run_1/sizes.png
The bar under the picture is 20 um long.
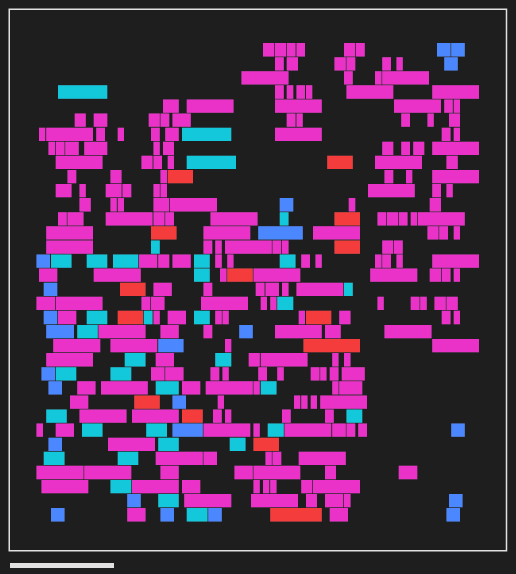
run_1/clocks.png
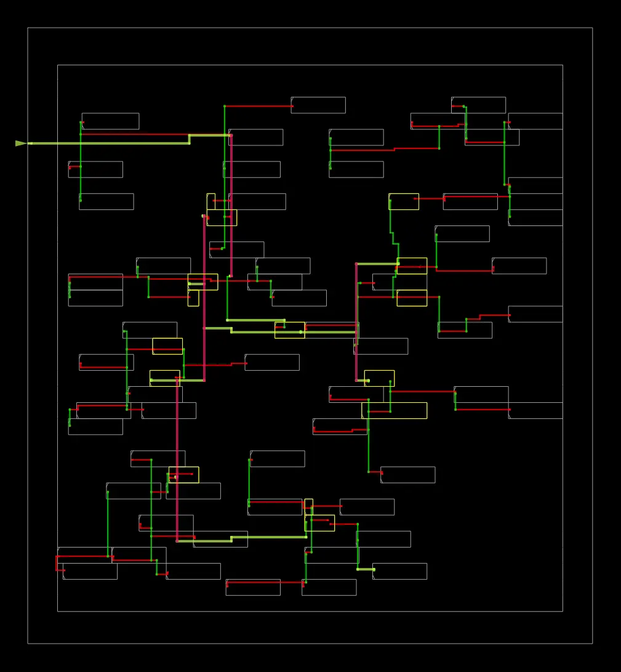
run_1/wires.png
Two of the layers only.
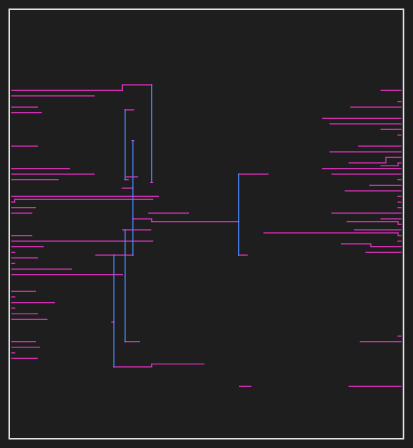
[src/rtl/mem_if_pkg.sv]
// Shared definitions for the memory interface block.
//   - mem_cmd encodings (MNONE / MREAD / MWRITE; 2'b10 is illegal and treated as none)
//   - memory-mapped I/O addresses (LED_ADDR, SW_ADDR)
//   - FSM state encoding
package mem_if_pkg;

    localparam logic [1:0] MNONE  = 2'b00;
    localparam logic [1:0] MREAD  = 2'b01;
    localparam logic [1:0] MWRITE = 2'b11;

    localparam logic [8:0] LED_ADDR = 9'h100;
    localparam logic [8:0] SW_ADDR  = 9'h140;

    typedef enum logic [1:0] {
        S_IDLE    = 2'd0,
        S_RD_WAIT = 2'd1,
        S_DONE    = 2'd2
    } state_t;

endpackage

[src/rtl/mem_if_pc_reg.sv]
// Program counter, data-address register and memory address mux.
// Ports:
//   clk, reset (async, active-low)
//   load_pc, reset_pc : pc <= 0 when both set, pc <= pc+1 when load_pc alone
//   load_addr, data_in: data_addr <= data_in when load_addr set
//   addr_sel          : 1 -> mem_addr = pc, 0 -> mem_addr = data_addr
//   pc, data_addr, mem_addr : register values and muxed address
module pc_reg
    import mem_if_pkg::*;
(
    input  logic       clk,
    input  logic       reset,
    input  logic       load_pc,
    input  logic       reset_pc,
    input  logic       load_addr,
    input  logic       addr_sel,
    input  logic [8:0] data_in,
    output logic [8:0] pc,
    output logic [8:0] data_addr,
    output logic [8:0] mem_addr
);

    always_ff @(posedge clk or negedge reset) begin
        if (!reset) begin
            pc        <= 9'd0;
            data_addr <= 9'd0;
        end else begin
            // reset_pc only acts together with load_pc; pc wraps 0x1FF -> 0x000
            if (load_pc)
                pc <= reset_pc ? 9'd0 : pc + 9'd1;
            if (load_addr)
                data_addr <= data_in;
        end
    end

    assign mem_addr = addr_sel ? pc : data_addr;

endmodule

[src/rtl/mem_if.sv]
// Memory interface: sequences RAM reads (with programmable latency), RAM
// writes, and memory-mapped LED (write) / switch (read) accesses.
// Ports:
//   clk, reset (async, active-low)
//   mem_cmd[1:0]      : 00 none, 01 read, 11 write, 10 treated as none
//   addr_sel          : address source select (1 pc, 0 data_addr)
//   load_pc, reset_pc, load_addr : register controls
//   datapath_out[15:0]: write data and data-address source
//   switches[7:0]     : board switches (read at 0x140)
//   ram_dout[15:0]    : RAM read data
//   ram_addr[7:0], ram_din[15:0], ram_we : RAM port
//   pc[8:0]           : program counter
//   read_data[15:0]   : latched read result
//   mem_ready         : one-cycle completion pulse
//   leds[7:0]         : LED register (written at 0x100)
//
// state   | meaning
// IDLE    | accepting commands; writes execute here
// RD_WAIT | read in flight, counting down RAM latency
// DONE    | mem_ready pulse, back to IDLE next cycle
module mem_if
    import mem_if_pkg::*;
#(
    parameter int WAIT_CYCLES = 1
) (
    input  logic        clk,
    input  logic        reset,
    input  logic [1:0]  mem_cmd,
    input  logic        addr_sel,
    input  logic        load_pc,
    input  logic        reset_pc,
    input  logic        load_addr,
    input  logic [15:0] datapath_out,
    input  logic [7:0]  switches,
    input  logic [15:0] ram_dout,
    output logic [7:0]  ram_addr,
    output logic [15:0] ram_din,
    output logic        ram_we,
    output logic [8:0]  pc,
    output logic [15:0] read_data,
    output logic        mem_ready,
    output logic [7:0]  leds
);

    localparam logic [2:0] WAIT_INIT = 3'(WAIT_CYCLES);

    state_t      state, state_next;
    logic [8:0]  data_addr;
    logic [8:0]  mem_addr;
    logic [8:0]  req_addr;
    logic [2:0]  cnt;
    logic [1:0]  prev_cmd;
    logic        write_pending;

    logic        wr_edge;
    logic        do_write;
    logic        start_read;
    logic        finish_read;
    logic        led_we;
    logic [15:0] rd_value;

    pc_reg u_pc_reg (
        .clk       (clk),
        .reset     (reset),
        .load_pc   (load_pc),
        .reset_pc  (reset_pc),
        .load_addr (load_addr),
        .addr_sel  (addr_sel),
        .data_in   (datapath_out[8:0]),
        .pc        (pc),
        .data_addr (data_addr),
        .mem_addr  (mem_addr)
    );

    // One write per transition into MWRITE, regardless of how long it is held
    assign wr_edge = (mem_cmd == MWRITE) && (prev_cmd != MWRITE);

    always_comb begin
        if (req_addr[8] == 1'b0)
            rd_value = ram_dout;
        else if (req_addr == SW_ADDR)
            rd_value = {8'h00, switches};
        else
            rd_value = 16'h0000;
    end

    always_ff @(posedge clk or negedge reset) begin
        if (!reset)
            state <= S_IDLE;
        else
            state <= state_next;
    end

    always_comb begin
        state_next  = state;
        do_write    = 1'b0;
        start_read  = 1'b0;
        finish_read = 1'b0;
        ram_we      = 1'b0;
        led_we      = 1'b0;
        mem_ready   = 1'b0;
        ram_addr    = mem_addr[7:0];
        ram_din     = datapath_out;
        case (state)
            S_IDLE: begin
                // A pending write wins over a read held on mem_cmd
                if (wr_edge || write_pending) begin
                    do_write   = 1'b1;
                    // gated by reset so the strobe is low while reset is held
                    ram_we     = reset && !mem_addr[8];
                    led_we     = (mem_addr == LED_ADDR);
                    state_next = S_DONE;
                end else if (mem_cmd == MREAD) begin
                    start_read = 1'b1;
                    state_next = S_RD_WAIT;
                end
            end
            S_RD_WAIT: begin
                ram_addr = req_addr[7:0];
                if (cnt == 3'd0) begin
                    finish_read = 1'b1;
                    state_next  = S_DONE;
                end
            end
            S_DONE: begin
                mem_ready  = 1'b1;
                state_next = S_IDLE;
            end
            default: state_next = S_IDLE;
        endcase
    end

    always_ff @(posedge clk or negedge reset) begin
        if (!reset) begin
            prev_cmd      <= MNONE;
            write_pending <= 1'b0;
            req_addr      <= 9'd0;
            cnt           <= 3'd0;
            read_data     <= 16'h0000;
            leds          <= 8'h00;
        end else begin
            prev_cmd <= mem_cmd;

            if (do_write)
                write_pending <= 1'b0;
            else if (wr_edge && state != S_IDLE)
                write_pending <= 1'b1;

            if (start_read) begin
                req_addr <= mem_addr;
                cnt      <= WAIT_INIT;
            end else if (state == S_RD_WAIT && cnt != 3'd0) begin
                cnt <= cnt - 3'd1;
            end

            if (finish_read)
                read_data <= rd_value;

            if (led_we)
                leds <= datapath_out[7:0];
        end
    end

endmodule

[config.mk]
export PLATFORM = sky130hd
export DESIGN_NAME = mem_if
export DESIGN_NICKNAME = d
export VERILOG_FILES = /design/src/rtl/mem_if_pkg.sv /design/src/rtl/mem_if_pc_reg.sv /design/src/rtl/mem_if.sv
export SDC_FILE = /design/constraint.sdc
export NUM_CORES = 1
export LEC_CHECK = 0
export CAP_MARGIN = 40
export CORE_ASPECT_RATIO = 1.1
export CORE_MARGIN = 5
export CORE_UTILIZATION = 35
export DETAILED_ROUTE_END_ITERATION = 12
export DONT_BUFFER_PORTS = 1
export GPL_TIMING_DRIVEN = 0
export PLACE_DENSITY = 0.51
export SKIP_CTS_REPAIR_TIMING = 1
export SLEW_MARGIN = 20
export SYNTH_ARGS = -nofsm -noshare
export SYNTH_HDL_FRONTEND = slang
export SYNTH_SLANG_ARGS = --single-unit
export TNS_END_PERCENT = 50
[constraint.sdc]
create_clock -name clk -period 1.9 [get_ports clk]
set_input_delay 0.19 -clock clk [delete_from_list [all_inputs] [get_ports clk]]
set_output_delay 0.19 -clock clk [all_outputs]
set_load 0.01 [all_outputs]
==> run summary, run 1 <==
impl run done, here's what came out: status=complete, but fails checks, failing checks=hold timing, setup timing, total grt overflow=0, Syn Area/Cell=10.16 um2, buffer share of cell area=10.20%, #FFs+latches synth=just under 60, Place WS=-366.5 ps, clk sinks=about 59, flop share of the area=a little over two fifths, Slew HR=between 60 and 70%, R2R depth=6, worst setup margin=-206.0 ps, initial antenna violation count=0, Mux area share=between 10% and 20%, EDFF count, synth=0, maxcap violations=0, CTS tree=built, Syn Nets=329, DIE AREA=about 0.01 mm2, Final Max Slew Viols=0, final hold vios=1, crit path launch type=register, Post-synth top cells=dfrtp_1 (59), nand2_1 (31), o21ai_0 (30), Sw Ratio=between 30% and 40%, drt wl/cell=16.91 um, P_sw=~1.6 mW, top comb family, area=simple AND/OR/NAND/NOR gates, Final setup viols=8, post-synth top area cell=dfrtp_1, clock power share=around 26%, clk cell area share=approximately 5.7%, reg-to-reg startpoint=u_pc_reg.pc[4]$_DFFE_PN0P_, number of global-route vias before repair=between 2000 and 2500, Crit Path Class=register to register, FF+latch area=roughly 0.0015 mm2, P_leak=1.518 nW, Hold Worst Slack=-0.2864 ps, RSZ-0062 raised after global routing=true, flop-to-flop setup slack=-210 ps, Fill cells=between 800 and 900, worst path arrival time=~2300 ps, Synth Cell Area=between 0.002 and 0.003 mm2, largest net degree at the start of global routing=61, Syn. warnings=0, clock buffers=13, Pwr Density=1313 mW/mm2
Notes on sizes.png above:
size	colour	cells	share
_6 and larger	red	14	4.5%
_0 and _1 cells	magenta	237	77%
_3 and _4 cells	blue	23	7.4%
_2 cells	cyan	35	11%
number of non-clock buffers: 44
worst setup margin: -206.0 ps
Area growth, synth to finish: 20.33%

Notes on clocks.png above:
TritonCTS buffer count: 9
Skew-Pair Late Insertion Delay: 330 ps
Setup Skew: 8.214 ps
seq_cells: 59

Notes on wires.png above:
layer	colour	wire length
metal 4	blue	143 um
metal 3	magenta	742 um

[run 1: how the worst max path moves through the flow]
stage                     slack, ps                  end  depth (start not counted)
after global routing           -270  leds[1]$_DFFE_PN0P_                          6
after floorplan                 -60  leds[0]$_DFFE_PN0P_                          5
after global placement         -340  leds[3]$_DFFE_PN0P_                          5
after CTS                      -390          ram_addr[6]                          5
final                          -210  leds[3]$_DFFE_PN0P_                          6
after detailed placement       -370  leds[2]$_DFFE_PN0P_                          5
[run 1: metal layers]
| layer | vias up | part of all wire, % | GRT usage (%) | wire length [um] |
|---|---|---|---|---|
| met5 | - | 0 | 0 | 0 |
| li1 | 997 | - | - | - |
| met4 | 0 | 2.0 | 6.199 | 142 |
| met1 | 1031 | 42 | 17.14 | 2957 |
| met3 | 16 | 11 | 6.874 | 741 |
| met2 | 80 | 46 | 21.81 | 3210 |
[run 1: power by group through the flow]
stage          Sequential (mW)  Combinational, mW  Clock (mW)
2_1_floorplan             2.02              0.866           0
3_3_place_gp              2.12               1.06           0
3_5_place_dp              2.13               1.09           0
4_1_cts                   2.11               1.10        1.17
5_1_grt                   2.18               1.40        1.23
6_report                  2.11               1.21        1.14
[run 1: per-stage QoR]
| step | util, % | instance area, um2 | setup TNS [ps] | std cells |
|---|---|---|---|---|
| floorplan | - | 2826 | -499.6 | 278 |
| global route | 42.96 | 3400 | -2069 | 417 |
| finish | 42.96 | 3400 | -1570 | 417 |
| detailed placement | 37.43 | 2962 | -3878 | 386 |
| CTS | 39.88 | 3156 | -5956 | 401 |
| global placement | 37.43 | 2962 | -3107 | 386 |
[run 1: worst max-delay path, cell delays in order, from the launching register on]
cell	delay (ps)
dfrtp_2	480
or4b_4	560
o22ai_2	120
nand3b_1	140
nor3_4	210
buf_4	160
mux2_2	320
==> run 1 -> run 2 <==
- TNS_END_PERCENT: 50 -> default
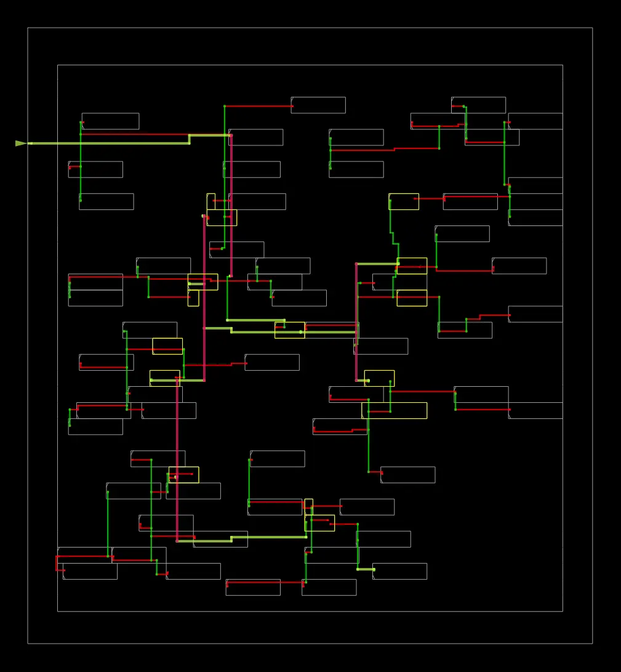
run_2/clocks.png
clock buffers: 13
Clk power: 1.14 mW

==> run summary, run 2 <==
impl run done, here's what came out: status=complete, but fails checks, failing checks=hold timing, setup timing, Final nets=roughly 360, worst path arrival time=about 2300 ps, flop-to-flop setup slack=-210 ps, ys cells=roughly 280, dpl cell area=between 0.002 and 0.003 mm2, RSZ-0062 raised after global routing=true, crit path launch type=register, DIE AREA=0.009971 mm2, number of diodes=0, Place WS=-366.5 ps, number of global-route vias before repair=2189, clk root buf=clkbuf_8, Mapped Cells=between 200 and 300, DPL Wire Length=between 5000 and 6000 um, Top reg by flops=read_data, final instance area=approximately 0.0034 mm2, largest net degree at the start of global routing=61, initial antenna violation count=0, drt wl/cell=16.91 um, core area=a little under 0.008 mm2, Crit Path Class=register to register, #FFs+latches synth=roughly 59, DR pass1 iterations=4, Synth async-reset ratio=100.0%, Syn. warnings=0, die height=~100 um, Routed WL=7052 um, Cells on Worst Hold Path=2, Skew-Pair Late Insertion Delay=330 ps, CTS tree=built, main flop type=dfrtp_1, first-pass GRT wire length=11070 um, Area growth, synth to finish=20.33%, Setup Skew=just over 8 ps, Tool Warnings=29, FF+latch area=roughly 0.0015 mm2, Max clock buf depth=2, Pwr Density=approximately 1300 mW/mm2, critical path endpoint category=register, TritonCTS buffer count=9, clk sinks=59, Setup crit end=leds[3]$_DFFE_PN0P_, Final Max Slew Viols=0, worst setup margin=-206.0 ps, # IOs=roughly 110, P_leak=approximately 1.5 nW, total grt overflow=0, fin crit period=2106 ps, sum of negative setup slack=-1570 ps, post-synth top area cell=dfrtp_1, share of cells above drive strength 1=23.30%, final hold vios=1, WHS Endpoint=read_data[8]$_DFFE_PN0P_, Post-Layout Cell Count=between 400 and 500, CTS HTree Levels=3, cell with the most instances after synthesis=dfrtp_1, period utilization=110.8%, Commonest Layout Cell=dfrtp_1, IO buf count=0, Post-synth top cells=dfrtp_1 (59), nand2_1 (31), o21ai_0 (30), via count=roughly 2100, GPL Wtd Cong=between 0.7 and 0.8, Synth Cell Area=0.002825 mm2, Via density=about 5, post-placement cell count=a little under 400, EDFF count, synth=0, drt drc=0, Syn Nets=329, Row Count=34, maxcap violations=0, Fill cells=between 800 and 900, R2R depth=6, Iter 0 DRT Violations=~57, Max IR drop VDD=between 0.5 and 0.6 mV, Syn Area/Cell=10.16 um2, Slew HR=64.24%, WP data required=around 2100 ps, reg-to-reg startpoint=u_pc_reg.pc[4]$_DFFE_PN0P_, Final setup viols=8, Antenna Nets Post-Route=0, top cells, area=dfrtp_1 (52%), mux2_2 (6.8%), o21ai_0 (5.3%), a21oi_1 (4.3%), buf_4 (4.3%), Hold Worst Slack=-0.2864 ps, logic area=0.001221 mm2, Critical path origin=u_pc_reg.pc[4]$_DFFE_PN0P_
==> run 2: cell type report <==
cell class	instances	share of cell area (%)
Buffer	27	4.932
Clock buffer	13	4.674
Clock inverter	2	1.031
Inverter	6	0.6625
Multi-Input combinational cell	185	35.92
Sequential cell	59	43.54
Tap cell	108	3.975
Timing Repair Buffer	17	5.263
==> run 2: where the power goes <==
part           switching [mW]  internal [mW]
Sequential              0.456           1.65
Clock                   0.474          0.669
Combinational           0.707          0.503
==> run 2: through the flow <==
stage,util [%],power [mW]
after detailed placement,37.43,3.225
after global routing,42.96,4.805
after floorplan,-,2.886
after global placement,37.43,3.180
after CTS,39.88,4.380
final,42.96,4.463
==> run 2: metal layers <==
| metal | global-route usage [%] | wire length [um] | up-vias |
|---|---|---|---|
| met4 | 6.199 | 142 | 0 |
| met3 | 6.874 | 741 | 16 |
| met1 | 17.14 | 2957 | 1031 |
| met5 | 0 | 0 | - |
| li1 | - | - | 997 |
| met2 | 21.81 | 3210 | 80 |
==> run 2: logic make-up (layout without fill, tap and decap cells) <==
kind of cell	after synthesis	after routing	synth area share, %
AND-OR/OR-AND	63	63	11.78
buffers and inverters	34	65	6.687
AND/OR/NAND/NOR	87	87	16.08
XOR/XNOR	5	5	1.550
multiplexers	27	27	10.32
flip-flops	59	59	52.26
adder cells (fa/ha/maj)	3	3	1.329
==> run 2: worst max-delay path, stage by stage (launching register included) <==
cell and delay [ps]:
dfrtp_2 480, or4b_4 560, o22ai_2 120, nand3b_1 140
nor3_4 210, buf_4 160, mux2_2 320
Power figures rest on the tool's default switching activity, not on a simulated workload.
